**src/rtl/fetch_sequencer_pkg.sv**
```systemverilog
// fetch_sequencer_pkg: shared constants and types for the instruction fetch sequencer.
//   - PC_W / IR_W default widths
//   - state encoding (IDLE/FETCH/EXEC) and the state enum built from it
//   - decode_addr field positions and a helper that packs them
package fetch_sequencer_pkg;

  localparam int unsigned PC_W = 12;
  localparam int unsigned IR_W = 8;

  localparam logic [1:0] STATE_IDLE  = 2'd0;
  localparam logic [1:0] STATE_FETCH = 2'd1;
  localparam logic [1:0] STATE_EXEC  = 2'd2;

  typedef enum logic [1:0] {
    StIdle  = STATE_IDLE,
    StFetch = STATE_FETCH,
    StExec  = STATE_EXEC
  } state_t;

  // decode_addr = {opcode[6:3], C[2], Z[1], phase[0]}
  localparam int unsigned DEC_W     = 7;
  localparam int unsigned DA_OP_HI  = 6;
  localparam int unsigned DA_OP_LO  = 3;
  localparam int unsigned DA_C      = 2;
  localparam int unsigned DA_Z      = 1;
  localparam int unsigned DA_PHASE  = 0;

  function automatic logic [DEC_W-1:0] pack_decode(input logic [3:0] opcode, input logic c,
                                                   input logic z, input logic ph);
    logic [DEC_W-1:0] d;
    d = '0;
    d[DA_OP_HI:DA_OP_LO] = opcode;
    d[DA_C]              = c;
    d[DA_Z]              = z;
    d[DA_PHASE]          = ph;
    return d;
  endfunction

endpackage

```
**src/rtl/fetch_sequencer_pc_register.sv**
```systemverilog
// fetch_sequencer_pc_register: program counter with load (priority) and increment.
// Increment wraps modulo 2^W with no carry out.
// Ports:
//   clk, reset  - clock, asynchronous active-high reset (clears to 0)
//   load        - load load_val this cycle (wins over inc)
//   inc         - step by one
//   load_val    - jump target
//   pc          - current program counter
module fetch_sequencer_pc_register #(
  parameter int unsigned W = 12
) (
  input  logic         clk,
  input  logic         reset,
  input  logic         load,
  input  logic         inc,
  input  logic [W-1:0] load_val,
  output logic [W-1:0] pc
);

  logic [W-1:0] pc_q;

  always_ff @(posedge clk or posedge reset) begin
    if (reset) begin
      pc_q <= '0;
    end else if (load) begin
      pc_q <= load_val;
    end else if (inc) begin
      pc_q <= pc_q + {{(W-1){1'b0}}, 1'b1};
    end
  end

  assign pc = pc_q;

endmodule

```
**src/rtl/fetch_sequencer.sv**
```systemverilog
// fetch_sequencer: instruction fetch and phase sequencer for the 4-bit microprocessor.
// Owns PC, IR and the {C,Z} flag register; drives the program ROM and forms the
// control-decode address {opcode, C, Z, phase}.
// Ports:
//   clk, reset    - clock, asynchronous active-high reset
//   en            - run enable, sampled only at instruction boundaries
//   rom_addr      - ROM address (= PC)
//   rom_req       - ROM read request (high in FETCH and EXEC)
//   rom_data      - ROM read data
//   rom_valid     - rom_data valid for rom_addr
//   inc_pc        - decode strobe: step PC past the second byte
//   load_pc       - decode strobe: jump to {IR[3:0], second byte}
//   load_flags    - decode strobe: capture flags_in
//   flags_in      - {C,Z} from the ALU
//   decode_addr   - {IR[7:4], C, Z, phase}
//   operand       - IR[3:0]
//   program_byte  - second instruction byte, captured at commit
//   phase         - 0 = fetch, 1 = execute
//   exec_strobe   - one-cycle pulse following each execute commit
// PC_W must equal 4 + IR_W so that a jump target fills the whole PC.
module fetch_sequencer #(
  parameter int unsigned PC_W = 12,
  parameter int unsigned IR_W = 8
) (
  input  logic            clk,
  input  logic            reset,
  input  logic            en,
  output logic [PC_W-1:0] rom_addr,
  output logic            rom_req,
  input  logic [IR_W-1:0] rom_data,
  input  logic            rom_valid,
  input  logic            inc_pc,
  input  logic            load_pc,
  input  logic            load_flags,
  input  logic [1:0]      flags_in,
  output logic [6:0]      decode_addr,
  output logic [3:0]      operand,
  output logic [IR_W-1:0] program_byte,
  output logic            phase,
  output logic            exec_strobe
);
  import fetch_sequencer_pkg::*;

  state_t          state_q;
  logic [IR_W-1:0] ir_q;
  logic [1:0]      flags_q;
  logic [IR_W-1:0] pb_q;
  logic            phase_q;
  logic            strobe_q;

  logic            fetch_done;
  logic            commit;
  logic            pc_load;
  logic            pc_inc;
  logic [PC_W-1:0] pc;

  assign fetch_done = (state_q == StFetch) && rom_valid;
  assign commit     = (state_q == StExec) && rom_valid;

  // Fetch always steps to the second byte; decode strobes only matter on commit.
  assign pc_load = commit && load_pc;
  assign pc_inc  = fetch_done || (commit && !load_pc && inc_pc);

  fetch_sequencer_pc_register #(
    .W (PC_W)
  ) u_pc (
    .clk      (clk),
    .reset    (reset),
    .load     (pc_load),
    .inc      (pc_inc),
    .load_val ({ir_q[3:0], rom_data}),
    .pc       (pc)
  );

  always_ff @(posedge clk or posedge reset) begin
    if (reset) begin
      state_q  <= StIdle;
      ir_q     <= '0;
      flags_q  <= '0;
      pb_q     <= '0;
      phase_q  <= 1'b0;
      strobe_q <= 1'b0;
    end else begin
      strobe_q <= 1'b0;
      unique case (state_q)
        StIdle: begin
          if (en) state_q <= StFetch;
        end
        StFetch: begin
          if (rom_valid) begin
            ir_q    <= rom_data;
            phase_q <= 1'b1;
            state_q <= StExec;
          end
        end
        StExec: begin
          if (rom_valid) begin
            if (load_flags) flags_q <= flags_in;
            pb_q     <= rom_data;
            strobe_q <= 1'b1;
            phase_q  <= 1'b0;
            state_q  <= en ? StFetch : StIdle;
          end
        end
        default: begin
          phase_q <= 1'b0;
          state_q <= StIdle;
        end
      endcase
    end
  end

  assign rom_addr     = pc;
  assign rom_req      = (state_q != StIdle);
  assign decode_addr  = pack_decode(ir_q[7:4], flags_q[1], flags_q[0], phase_q);
  assign operand      = ir_q[3:0];
  assign program_byte = pb_q;
  assign phase        = phase_q;
  assign exec_strobe  = strobe_q;

endmodule

```
**config.mk**
```make
export PLATFORM = sky130hd
export DESIGN_NAME = fetch_sequencer
export DESIGN_NICKNAME = d
export VERILOG_FILES = /design/src/rtl/fetch_sequencer_pkg.sv /design/src/rtl/fetch_sequencer_pc_register.sv /design/src/rtl/fetch_sequencer.sv
export SDC_FILE = /design/constraint.sdc
export NUM_CORES = 1
export LEC_CHECK = 0
export ABC_AREA = 1
export CAP_MARGIN = 20
export CORE_MARGIN = 2
export CORE_UTILIZATION = 36
export CTS_BUF_LIST = sky130_fd_sc_hd__clkbuf_4
export DETAILED_ROUTE_END_ITERATION = 6
export DONT_BUFFER_PORTS = 1
export PLACE_DENSITY = 0.52
export SYNTH_ARGS = -nofsm -noshare
export SYNTH_HDL_FRONTEND = slang
export SYNTH_SLANG_ARGS = --single-unit
export TNS_END_PERCENT = 50
```
**constraint.sdc**
```tcl
create_clock -name clk -period 1.65 [get_ports clk]
set_input_delay 0.33 -clock clk [delete_from_list [all_inputs] [get_ports clk]]
set_output_delay 0.33 -clock clk [all_outputs]
set_load 0.02 [all_outputs]
```
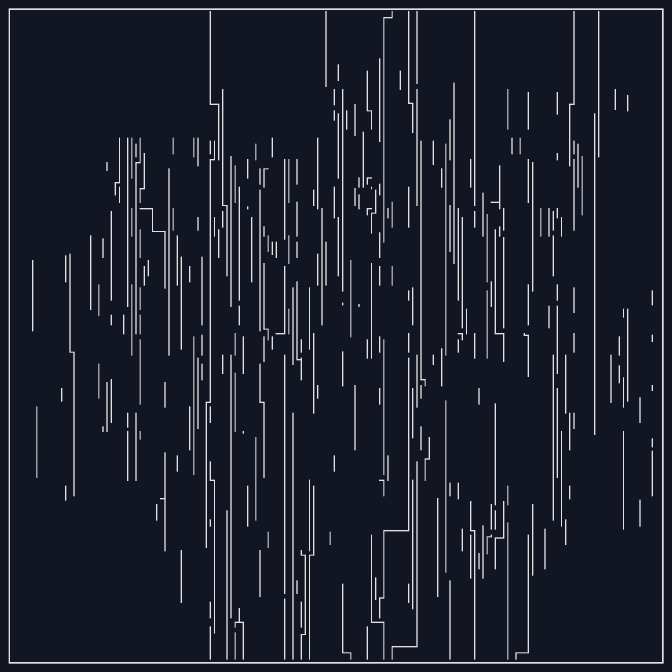
layer_met2.png
wire length on this layer: 1830 um
nets with wire on the layer: 183
vias post-DR: 1376
met2 Use GR: 26.1%
Final Routed Wirelength: 4000 um

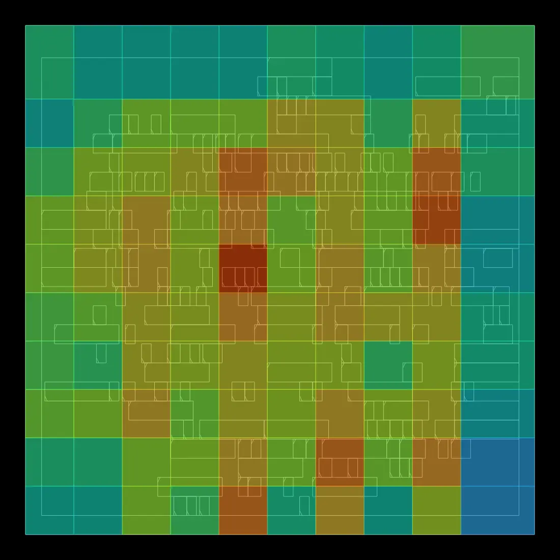
congestion.png
GR met1 Demand/Resource: 21.7%
highest-utilization routing layer at the global route stage: met2
gr usage total: 16.9%
met3 track demand over resource: 6.91%
fin util: 43.4%

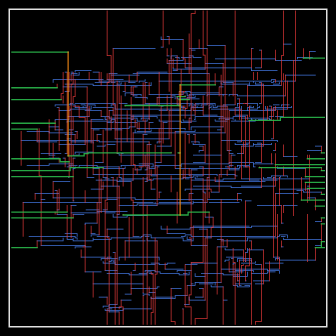
wires.png
legend:
  metal 1:
    color: blue
    wire_length: 1840 um
  metal 3:
    color: green
    wire_length: 282 um
  metal 2:
    color: red
    wire_length: 1830 um
  metal 4:
    color: orange
    wire_length: 53.7 um
average wire length per cell after detail routing: 14.4 um

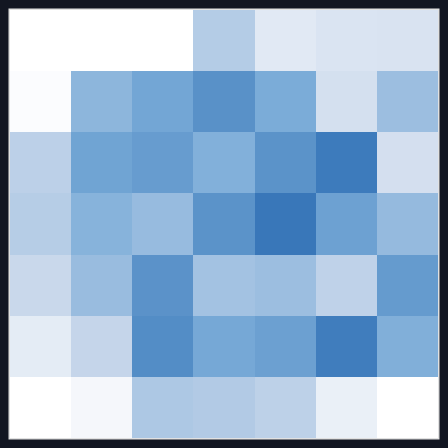
cell_density.png
The die is cut into 7 by 7 equal tiles; white is low, dark blue is high, 0 to 100% covered.
densest ninth of the die: center
fullest tile: 71%
nearly empty tiles: 12%
mean over tiles: 35%
area inside the core boundary: 0.00444 mm2
Core Density at Floorplan: 38.1%

==> CHANGELOG.md <==
### Metrics

- Status: completed
- Final-stage net count: 242
- Gate power share: 30.3%
- Drt pass-1 iters: 4
- CTS Root Cell: sky130_fd_sc_hd__clkbuf_4
- Number of enable-type register cells in the synthesized netlist: 0
- Critical path depth: 7
- Dominant Register Cell: sky130_fd_sc_hd__dfrtp_1
- Switching share of power: 44.2%
- Placed insts: 268
- Worst Tran Pin Value: 0.438 ns
- Overall power after layout: 3.83 mW
- Largest fanout on the critical path: 5
- Pin count of the biggest net entering global routing: 35
- RePlAce Congestion: 0.785
- Cell mode on critical path: sky130_fd_sc_hd__nand2_1
- Number of sequential cells in the layout: 34
- Post-synth area from yosys stat: 0.00169 mm2
- Clock buffers created by TritonCTS: 5
- Post-synthesis net count: 227
- Total number of clock tree sinks: 34
- Clk latency late pin: 0.33 ns
- CP delay by family, top: simple AND/OR/NAND/NOR gates
- Die x size: 72.6 um
- Count of buffers inserted at the top-level ports: 0
- Yosys top cell by instances: sky130_fd_sc_hd__nand2_1
- Fraction of post-synthesis cell area in the top cell type by area: 50.2%
- P_leak: 0.976 nW
- Arrival time at the worst endpoint: 1.66 ns
- Post-synthesis instance area: 0.00169 mm2
- Cell Area, Placed: 0.00181 mm2
- Final setup slack of the worst path: 0.228 ns
- Maximum clock skew at final layout: 0.00196 ns
- Non-clock buffering overhead: 5.19%
- Y dimension of the die: 72.6 um
- Post-synthesis share of cell area spent on full adders, half adders and majority gates: 0.739%
- Commonest cells post-synth: 74 x sky130_fd_sc_hd__nand2_1, 34 x sky130_fd_sc_hd__dfrtp_1, 20 x sky130_fd_sc_hd__o21ai_0
- Internal power of the cells: 2.14 mW
- Number of buffers inserted by post-CTS setup repair: 0
- Mapped Avg Cell Area: 8.11 um2
- Minimum period implied by the final worst setup slack: 1.42 ns
- Setup-violating endpoint count in the final report: 0
- Largest area contributor in the netlist: sky130_fd_sc_hd__dfrtp_1
- Initial antenna violation count: 0
- Power drawn by the sequential cells: 1.91 mW
- Signed area change from the synthesized netlist to the final layout: 13.7%
- Final count of pins violating max slew: 0
- Worst flop-to-flop path startpoint: u_pc.pc[0]
- Warnings from Yosys: 0
==> placed cells by master, fill, tap and decap left out, types with 2 or more instances in the layout <==
cell and count:
sky130_fd_sc_hd__nor2_1 17, sky130_fd_sc_hd__a21oi_1 2, sky130_fd_sc_hd__mux2_2 2, sky130_fd_sc_hd__xnor2_1 2
sky130_fd_sc_hd__dfrtp_1 34, sky130_fd_sc_hd__clkbuf_4 5, sky130_fd_sc_hd__inv_1 18, sky130_fd_sc_hd__o211ai_1 2
sky130_fd_sc_hd__o21ai_0 20, sky130_fd_sc_hd__nand3b_1 4, sky130_fd_sc_hd__nand3_1 13, sky130_fd_sc_hd__buf_4 12
sky130_fd_sc_hd__nand2_1 74, sky130_fd_sc_hd__xor2_1 2, sky130_fd_sc_hd__bufinv_16 2
Power is estimated from default activity; no workload was simulated.
